==> src/rtl/pic_icsp_loader_pkg.sv <==
// Shared ICSP constants: command codes, frame lengths and FSM state encodings.
package pic_icsp_loader_pkg;

  // Serial framing
  localparam int ICSP_CMD_LEN   = 6;   // command bits, LSB first
  localparam int ICSP_FRAME_LEN = 14;  // start bit + 12 data bits + stop bit

  // Programmer command codes
  localparam logic [ICSP_CMD_LEN-1:0] CMD_LOAD_DATA  = 6'h02;
  localparam logic [ICSP_CMD_LEN-1:0] CMD_READ_DATA  = 6'h04;
  localparam logic [ICSP_CMD_LEN-1:0] CMD_INC_ADDR   = 6'h06;
  localparam logic [ICSP_CMD_LEN-1:0] CMD_BEGIN_PROG = 6'h08;
  localparam logic [ICSP_CMD_LEN-1:0] CMD_RESET_ADDR = 6'h16;

  // Loader states
  typedef enum logic [2:0] {
    ICSP_IDLE     = 3'd0,
    ICSP_CMD      = 3'd1,
    ICSP_LOAD     = 3'd2,
    ICSP_RD_FETCH = 3'd3,
    ICSP_READ     = 3'd4,
    ICSP_PROG     = 3'd5
  } icsp_state_t;

endpackage

==> src/rtl/pic_icsp_loader_sync_edge.sv <==
// Two-flop synchronizer for a slow asynchronous clock-like input, with
// single-cycle rise and fall pulses on the synchronized level.
module icsp_sync_edge (
  input  logic clk,
  input  logic rst,
  input  logic async_in,
  output logic rise,
  output logic fall
);

  logic meta_q;
  logic sync_q;
  logic prev_q;

  // Synchronizer chain plus one history flop for edge detection
  always_ff @(posedge clk or negedge rst) begin
    if (!rst) begin
      meta_q <= 1'b0;
      sync_q <= 1'b0;
      prev_q <= 1'b0;
    end else begin
      meta_q <= async_in;
      sync_q <= meta_q;
      prev_q <= sync_q;
    end
  end

  assign rise = sync_q & ~prev_q;
  assign fall = ~sync_q & prev_q;

endmodule

==> src/rtl/pic_icsp_loader.sv <==
// ICSP responder: decodes serial programmer commands and drives the
// PIC16C55 program memory write/read interface while holding the core.
module pic_icsp_loader
  import pic_icsp_loader_pkg::*;
#(
  parameter int ADDR_WIDTH  = 9,
  parameter int INST_WIDTH  = 12,
  parameter int PROG_CYCLES = 16
) (
  input  logic                  clk,
  input  logic                  rst,
  input  logic                  prog_en,
  input  logic                  icsp_clk,
  input  logic                  icsp_din,
  output logic                  icsp_dout,
  output logic                  icsp_doe,
  output logic                  core_hold,
  output logic                  mem_we,
  output logic [ADDR_WIDTH-1:0] mem_addr,
  output logic [INST_WIDTH-1:0] mem_wdata,
  input  logic [INST_WIDTH-1:0] mem_rdata,
  output logic                  busy,
  output logic                  cmd_err
);

  localparam int PCW = $clog2(PROG_CYCLES + 1);

  // Synchronized serial clock edges
  logic sclk_rise;
  logic sclk_fall;

  icsp_sync_edge u_sclk_sync (
    .clk      (clk),
    .rst      (rst),
    .async_in (icsp_clk),
    .rise     (sclk_rise),
    .fall     (sclk_fall)
  );

  // Plain synchronizers for data-in and the programming-mode request
  logic din_meta_q, din_sync_q;
  logic pen_meta_q, pen_sync_q, pen_prev_q;
  logic pen_rise;

  // Two-flop synchronizers; prog_en keeps one extra flop for its rising edge
  always_ff @(posedge clk or negedge rst) begin
    if (!rst) begin
      din_meta_q <= 1'b0;
      din_sync_q <= 1'b0;
      pen_meta_q <= 1'b0;
      pen_sync_q <= 1'b0;
      pen_prev_q <= 1'b0;
    end else begin
      din_meta_q <= icsp_din;
      din_sync_q <= din_meta_q;
      pen_meta_q <= prog_en;
      pen_sync_q <= pen_meta_q;
      pen_prev_q <= pen_sync_q;
    end
  end

  assign pen_rise = pen_sync_q & ~pen_prev_q;

  // Loader state
  icsp_state_t                 state_q, state_d;
  logic [2:0]                  cmd_cnt_q, cmd_cnt_d;
  logic [ICSP_CMD_LEN-2:0]     cmd_sr_q, cmd_sr_d;     // first five command bits
  logic [3:0]                  bit_cnt_q, bit_cnt_d;
  logic [INST_WIDTH-1:0]       data_sr_q, data_sr_d;   // data bits of a LOAD frame
  logic [ICSP_FRAME_LEN-1:0]   out_sr_q, out_sr_d;
  logic [PCW-1:0]              prog_cnt_q, prog_cnt_d;
  logic [ADDR_WIDTH-1:0]       addr_q, addr_d;
  logic [INST_WIDTH-1:0]       wdata_q, wdata_d;
  logic                        we_q, we_d;
  logic                        busy_q, busy_d;
  logic                        err_q, err_d;
  logic                        hold_q, hold_d;
  logic                        dout_q, dout_d;
  logic                        doe_q, doe_d;
  logic [ICSP_CMD_LEN-1:0]     cmd_word;

  // The sixth command bit completes the word straight from the synchronizer
  assign cmd_word = {din_sync_q, cmd_sr_q};

  // State and datapath registers
  always_ff @(posedge clk or negedge rst) begin
    if (!rst) begin
      state_q    <= ICSP_IDLE;
      cmd_cnt_q  <= '0;
      cmd_sr_q   <= '0;
      bit_cnt_q  <= '0;
      data_sr_q  <= '0;
      out_sr_q   <= '0;
      prog_cnt_q <= '0;
      addr_q     <= '0;
      wdata_q    <= '0;
      we_q       <= 1'b0;
      busy_q     <= 1'b0;
      err_q      <= 1'b0;
      hold_q     <= 1'b0;
      dout_q     <= 1'b0;
      doe_q      <= 1'b0;
    end else begin
      state_q    <= state_d;
      cmd_cnt_q  <= cmd_cnt_d;
      cmd_sr_q   <= cmd_sr_d;
      bit_cnt_q  <= bit_cnt_d;
      data_sr_q  <= data_sr_d;
      out_sr_q   <= out_sr_d;
      prog_cnt_q <= prog_cnt_d;
      addr_q     <= addr_d;
      wdata_q    <= wdata_d;
      we_q       <= we_d;
      busy_q     <= busy_d;
      err_q      <= err_d;
      hold_q     <= hold_d;
      dout_q     <= dout_d;
      doe_q      <= doe_d;
    end
  end

  // Next-state logic: prog_en low overrides everything, including serial edges
  always_comb begin
    state_d    = state_q;
    cmd_cnt_d  = cmd_cnt_q;
    cmd_sr_d   = cmd_sr_q;
    bit_cnt_d  = bit_cnt_q;
    data_sr_d  = data_sr_q;
    out_sr_d   = out_sr_q;
    prog_cnt_d = prog_cnt_q;
    addr_d     = addr_q;
    wdata_d    = wdata_q;
    we_d       = 1'b0;
    busy_d     = busy_q;
    err_d      = err_q;
    hold_d     = hold_q;
    dout_d     = dout_q;
    doe_d      = doe_q;

    if (!pen_sync_q) begin
      state_d    = ICSP_IDLE;
      hold_d     = 1'b0;
      busy_d     = 1'b0;
      doe_d      = 1'b0;
      dout_d     = 1'b0;
      cmd_cnt_d  = '0;
      bit_cnt_d  = '0;
      prog_cnt_d = '0;
    end else if (pen_rise) begin
      state_d   = ICSP_CMD;
      hold_d    = 1'b1;
      addr_d    = '0;
      err_d     = 1'b0;
      cmd_cnt_d = '0;
    end else begin
      case (state_q)
        ICSP_IDLE: begin
          state_d = ICSP_IDLE;
        end

        ICSP_CMD: begin
          if (sclk_rise) begin
            if (cmd_cnt_q == 3'(ICSP_CMD_LEN - 1)) begin
              cmd_cnt_d = '0;
              case (cmd_word)
                CMD_LOAD_DATA: begin
                  state_d   = ICSP_LOAD;
                  bit_cnt_d = '0;
                end
                CMD_READ_DATA: begin
                  state_d = ICSP_RD_FETCH;
                end
                CMD_INC_ADDR: begin
                  addr_d = addr_q + ADDR_WIDTH'(1);
                end
                CMD_BEGIN_PROG: begin
                  we_d       = 1'b1;
                  busy_d     = 1'b1;
                  prog_cnt_d = '0;
                  state_d    = ICSP_PROG;
                end
                CMD_RESET_ADDR: begin
                  addr_d = '0;
                end
                default: begin
                  err_d = 1'b1;
                end
              endcase
            end else begin
              cmd_sr_d  = {din_sync_q, cmd_sr_q[ICSP_CMD_LEN-2:1]};
              cmd_cnt_d = cmd_cnt_q + 3'd1;
            end
          end
        end

        ICSP_LOAD: begin
          if (sclk_rise) begin
            // Start (bit 0) and stop (last bit) are discarded
            if (bit_cnt_q == 4'(ICSP_FRAME_LEN - 1)) begin
              wdata_d   = data_sr_q;
              bit_cnt_d = '0;
              state_d   = ICSP_CMD;
            end else begin
              if (bit_cnt_q != 4'd0) begin
                data_sr_d = {din_sync_q, data_sr_q[INST_WIDTH-1:1]};
              end
              bit_cnt_d = bit_cnt_q + 4'd1;
            end
          end
        end

        ICSP_RD_FETCH: begin
          // Address has been stable for a cycle, so mem_rdata is valid now
          out_sr_d  = {1'b0, mem_rdata, 1'b0};
          doe_d     = 1'b1;
          bit_cnt_d = '0;
          state_d   = ICSP_READ;
        end

        ICSP_READ: begin
          if (sclk_rise && (bit_cnt_q != 4'(ICSP_FRAME_LEN))) begin
            dout_d    = out_sr_q[0];
            out_sr_d  = {1'b0, out_sr_q[ICSP_FRAME_LEN-1:1]};
            bit_cnt_d = bit_cnt_q + 4'd1;
          end else if (sclk_fall && (bit_cnt_q == 4'(ICSP_FRAME_LEN))) begin
            doe_d     = 1'b0;
            dout_d    = 1'b0;
            bit_cnt_d = '0;
            state_d   = ICSP_CMD;
          end
        end

        ICSP_PROG: begin
          // Serial edges are deliberately not looked at while programming
          if (prog_cnt_q == PCW'(PROG_CYCLES - 1)) begin
            busy_d     = 1'b0;
            prog_cnt_d = '0;
            state_d    = ICSP_CMD;
          end else begin
            prog_cnt_d = prog_cnt_q + PCW'(1);
          end
        end

        default: begin
          state_d = ICSP_IDLE;
        end
      endcase
    end
  end

  assign icsp_dout = dout_q;
  assign icsp_doe  = doe_q;
  assign core_hold = hold_q;
  assign mem_we    = we_q;
  assign mem_addr  = addr_q;
  assign mem_wdata = wdata_q;
  assign busy      = busy_q;
  assign cmd_err   = err_q;

endmodule

==> config.mk <==
export PLATFORM = sky130hd
export DESIGN_NAME = pic_icsp_loader
export DESIGN_NICKNAME = d
export VERILOG_FILES = /design/src/rtl/pic_icsp_loader_pkg.sv /design/src/rtl/pic_icsp_loader_sync_edge.sv /design/src/rtl/pic_icsp_loader.sv
export SDC_FILE = /design/constraint.sdc
export NUM_CORES = 1
export LEC_CHECK = 0
export CORE_AREA = 4 4 116 96
export CTS_CLUSTER_SIZE = 14
export DETAILED_ROUTE_END_ITERATION = 7
export DIE_AREA = 0 0 120 100
export GPL_TIMING_DRIVEN = 0
export SYNTH_ARGS = -nofsm -noshare
export SYNTH_HDL_FRONTEND = slang
export SYNTH_SLANG_ARGS = --single-unit
==> constraint.sdc <==
create_clock -name clk -period 2 [get_ports clk]
set_input_delay 0.2 -clock clk [delete_from_list [all_inputs] [get_ports clk]]
set_output_delay 0.2 -clock clk [all_outputs]
set_load 0.005 [all_outputs]
==> results.toml, run 1 <==
# generated from flow reports
[power_and_ir_drop]
power_density_nw_per_um2 = 729.3
powerClk_w = 0.00160
pg_seq_w = 0.00171

[status]
status = "completed"

[layout]
finish.instance_area_um2 = 4936
drive_gt1_share_pct = 21.51
final_nets = 441

[setup_path]
worst_r2r_endpoint = "bit_cnt_q[0]"
crit_start = "cmd_sr_q[0]"
worstPathRequired_ns = 2.22

[sta]
timing.final.crit_share_pct = 96.57
setup_violations = 0
worst_slew_margin_rel_pct = 60.33

[synth]
synth_area_per_cell_um2 = 10.83
syn_area_um2 = 3800

[flow_run]
maxCapViolCount = 0

[detailed_routing]
drc = 0

[die]
die_w_um = 120

[cts]
numCtsBuffers = 9
ctsHtreeMaxLevel = 3
run 1: per-layer routing:
layer	wire [um]	track usage, %	part of all wire [%]	vias up
li1	-	-	-	1402
met1	3800	19.32	47	1393
met2	3900	21.33	48	51
met3	293	2.761	3.6	8
met4	80	4.313	0.99	0
met5	0	0	0	-
run 1: state kept, by name, summed over array words and instances (netlist names), 3 cells and up:
register	count
state_q	3
mem_addr	9
mem_wdata	12
cmd_sr_q	5
out_sr_q	13
data_sr_q	12
prog_cnt_q	5
bit_cnt_q	4
cmd_cnt_q	3
run 1: kinds of logic (layout without fill, tap and decap cells):
kind of cell / Yosys count / in the layout
AND/OR/NAND/NOR: 125 / 125
multiplexers: 46 / 46
buffers and inverters: 23 / 95
flip-flops: 80 / 80
AND-OR/OR-AND: 66 / 66
XOR/XNOR: 5 / 5
adder cells (fa/ha/maj): 6 / 6
run 1: worst max path at each step:
stage / to
after floorplan: bit_cnt_q[0]
after global placement: out_sr_q[11]
after detailed placement: out_sr_q[9]
after CTS: bit_cnt_q[0]
after global routing: bit_cnt_q[1]
final: bit_cnt_q[0]
run 1: cell usage after synthesis, drive strengths merged, types with 3 or more instances:
master / number / share of area, %
nand2: 22 / 2.2
or4: 3 / 0.59
and3: 7 / 1.2
nand3b: 5 / 0.99
nor2: 33 / 3.3
nor3: 8 / 1.3
nand4: 8 / 1.3
xor2: 3 / 0.69
nor2b: 7 / 1.2
mux2i: 15 / 4.0
a21oi: 19 / 2.6
ha: 6 / 2.0
dfrtp: 80 / 53
nand3: 11 / 1.4
buf: 6 / 0.79
mux2: 31 / 9.3
nand2b: 8 / 1.3
o21ai: 26 / 3.4
clkbuf: 7 / 0.69
o22ai: 3 / 0.49
inv: 10 / 0.99
run 1: cell usage in the layout (no fill, tap or decap), types with 8 or more instances in the layout:
master / netlist / final
clkbuf_16: 0 / 9
dfrtp_1: 80 / 80
mux2_2: 26 / 26
nand4_1: 8 / 8
clkdlybuf4s50_1: 0 / 42
mux2i_1: 15 / 15
inv_1: 10 / 9
buf_4: 0 / 14
nor2_1: 33 / 31
o21ai_0: 26 / 26
nand2_1: 21 / 21
a21oi_1: 18 / 17
nand3_1: 11 / 11
run 1: stage by stage:
stage / power (W) / util [%] / cells / setup slack [ns]
2_1_floorplan: 0.001880 / - / 351 / 0.03174
3_3_place_gp: 0.001988 / 43.91 / 534 / -2.166
3_5_place_dp: 0.002001 / 44.16 / 535 / -0.2178
4_1_cts: 0.003629 / 48.05 / 557 / -0.01175
5_1_grt: 0.003767 / 49.20 / 563 / -0.007347
6_report: 0.003600 / 49.20 / 563 / 0.06862
run 1: worst max-delay path: stages (launching register included):
cell	delay (ns)
dfrtp_1	0.40
or3_4	0.41
o41a_1	0.38
a211oi_4	0.22
nand2_2	0.10
mux2_4	0.31
run 1: cell type report:
type	count	area, um2
multi-input combinational	248	1804
clock buffer	9	225.2
sequential	80	2002
inverter	10	37.54
fill	906	5097
timing repair buffer	57	555.5
clock inverter	7	66.31
buffer	12	70.07
tap	140	175.2
run 1: timing repair:
item                       in CTS  in global routing
hold buffers                    1                  0
setup endpoints to repair      50                 55
hold endpoints to repair       26                  0
gates resized                  15                 19
pin swaps                       3                  4
setup buffers                   6                  6
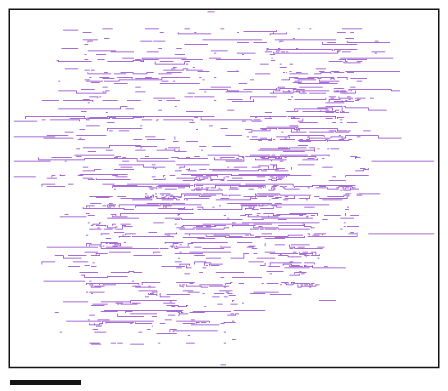
Figure 1: run 1, M1 wires.
Scale bar: 20 um.
longest straight run: 29.9 um
share of all routed wire: 47%
nets with wire on the layer: 405

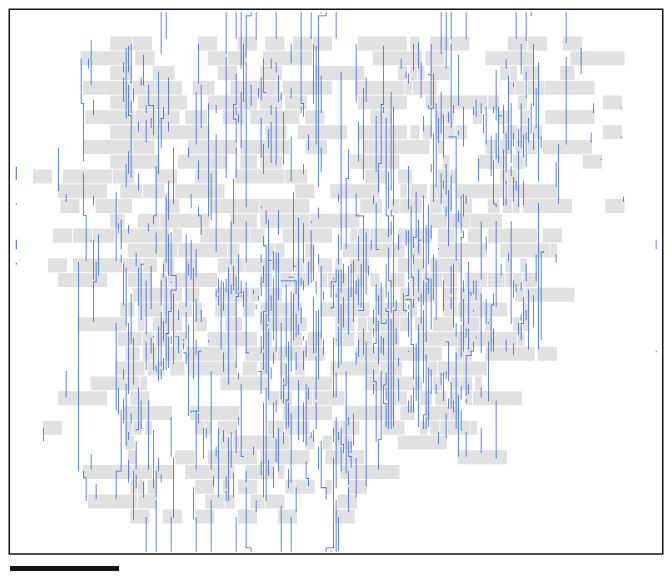
Figure 2: run 1, signal wires on met2.
Scale bar: 20 um.
nets with wire on the layer: 373
wire length on this layer: 3900 um
longest straight run: 38.4 um
share of all routed wire: 48%
main direction: vertical

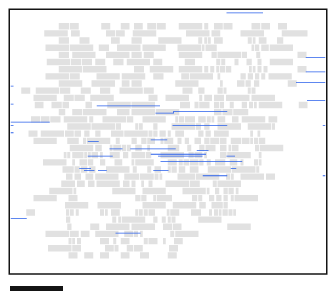
Figure 3: run 1, signal wires on met3.
Scale bar: 20 um.
nets with wire on the layer: 27
share of all routed wire: 3.6%
wire length on this layer: 294 um

==> run 2, diff against run 1 <==
--- a/config.mk
+++ b/config.mk
@@ -10,6 +10,7 @@
 export DETAILED_ROUTE_END_ITERATION = 7
 export DIE_AREA = 0 0 120 100
 export GPL_TIMING_DRIVEN = 0
+export PLACE_DENSITY = 0.71
 export SYNTH_ARGS = -nofsm -noshare
 export SYNTH_HDL_FRONTEND = slang
 export SYNTH_SLANG_ARGS = --single-unit
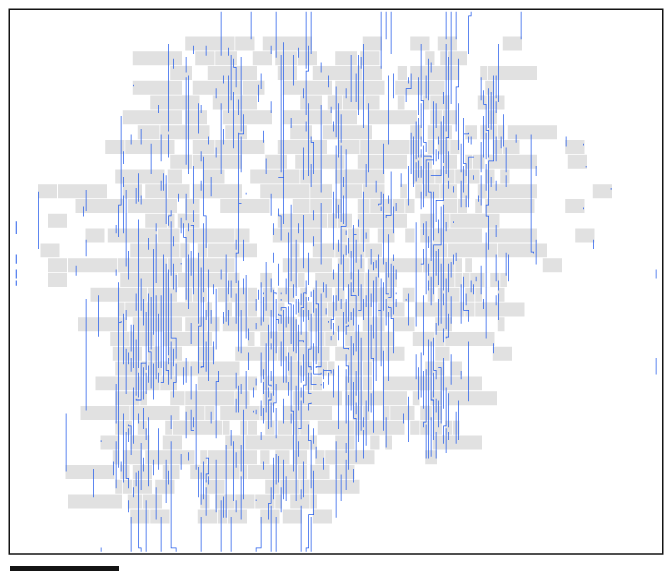
Figure 4: run 2, signal wires on met2.
Scale bar: 20 um.
DR vias: 2906
routed wire length: 8294 um
met2 GRT Util: 20.94%

==> results.toml, run 2 <==
# generated from flow reports
[die]
fp.dieH_um = 100
die_w_um = 120

[power_and_ir_drop]
power_density_nw_per_um2 = 758.2
power_w = 0.003779
seqPwrFrac_pct = 45.2

[sta]
worst_slew_margin_rel_pct = 72.37
worstMarginPinSlew_ns = 0.4138
timing.final.crit_share_pct = 99.62
setup_ws_ns = 0.007652
hold_viol_final = 0
setup_violations = 0

[cts]
ctsHtreeMaxLevel = 3
clkTransAtPathRegs_ns = 0.06
cts_root_buf = "clkbuf_16"
numCtsBuffers = 9
cts_tree = "yes"

[synth]
topCellsByArea = "dfrtp_1 (53%), mux2_2 (7.7%), mux2i_1 (4.0%)"
top_cell = "dfrtp_1"
syn_area_um2 = 3800
post-synth-top-area-cell = "dfrtp_1"
fp_nets = 374
ys.flop_type = "dfrtp_1"
ys_async_sr_fraction_pct = 100.0
top_cell_area_share_pct = 52.68
syn_inst = 351
synth_area_per_cell_um2 = 10.83
edf_count = 0
top_cells_by_count = "dfrtp_1 (80), nor2_1 (33), mux2_2 (26), o21ai_0 (26), nand2_1 (21)"

[layout]
top_register = "out_sr_q"
instances_no_fill = 565
largest_register_ff_count = 13
num_antenna_cells = 0
final_nets = 443
drive_gt1_share_pct = 21.88
final_common_cell = "dfrtp_1"
mostFrequentLayoutCells = "dfrtp_1 (80), clkdlybuf4s50_1 (42), nor2_1 (33)"
fin_util_pct = 49.67

[placed_design]
numPortBuffers = 43
pre_cts_slack_ns = -0.2555
placedCellCount = 535

[status]
status = "completed"

[setup_path]
worstPathRequired_ns = 2.22
worstPathArrival_ns = 2.21
crit_start = "cmd_sr_q[0]"
critPathLaunchType = "flip-flop"

[flow_run]
maxCapViolCount = 0

[detailed_routing]
drt_pass1_iterations = 4
drc = 0

[grt]
grt_pass1_vias = 2856
## run 2: layout make-up
type,instances,area (um2)
sequential,80,2002
multi-input combinational,248,1802
inverter,10,37.54
fill,870,5050
buffer,12,66.31
clock inverter,7,105.1
tap,140,175.2
timing repair buffer,59,570.5
clock buffer,9,225.2
## run 2: worst max-delay path, cell delays in order (launching register included)
cell	delay, ns
dfrtp_1	0.40
or3_4	0.42
o41a_1	0.39
a211oi_4	0.22
buf_4	0.16
o211ai_1	0.12
o2bb2ai_1	0.17
## run 2: worst paths after layout
check,end
max,bit_cnt_q[3]
min,pen_meta_q
max reg2reg,bit_cnt_q[3]
min reg2reg,u_sclk_sync.sync_q
max in group asynchronous,mem_addr[8]
min in group asynchronous,out_sr_q[10]
## run 2: repair_timing
item	CTS	global route
setup endpoints to repair	46	59
resized	10	20
cloned	0	0
setup buffers	5	9
endpoints found under the hold margin	26	0
hold buffers	1	0
pin swaps	3	4
## run 2: cells by family (layout without fill, tap and decap cells)
family | after synthesis | in the layout | share of synthesized area [%]
AOI/OAI and AO/OA | 66 | 66 | 10.77
xor gates and xnor gates | 5 | 5 | 1.153
adders and majority gates | 6 | 6 | 1.976
buffers and inverters | 23 | 97 | 2.470
DFF | 80 | 80 | 52.68
muxes | 46 | 46 | 13.24
and+or+nand+nor | 125 | 125 | 17.72
## run 2: layer usage
metal	GRT usage, %	share of wire (%)	wire length [um]
met5	0	0	0
met2	20.94	47	3865
met3	3.549	4.1	344
met1	18.99	48	3963
met4	5.370	1.5	121
## run 2: through the flow
stage               TNS (ns)  instance area (um2)  hold slack (ns)
CTS                        0                 4838           0.2934
finish                     0                 4984           0.3018
floorplan                  0                 3800         -0.09559
global route         -0.9928                 4984           0.2915
global placement     -168.15                 4405           0.3343
detailed placement    -4.220                 4431           0.1445
## run 2: power by group through the flow
stage	clock network (W)	registers, W	logic, W
after global routing	0.00187	0.00171	0.000325
final	0.00178	0.00171	0.000295
after global placement	0	0.00173	0.000252
after floorplan	0	0.00172	0.000155
after CTS	0.00181	0.00171	0.000273
after detailed placement	0	0.00173	0.000265
Power figures rest on the tool's default switching activity, not on a simulated workload.
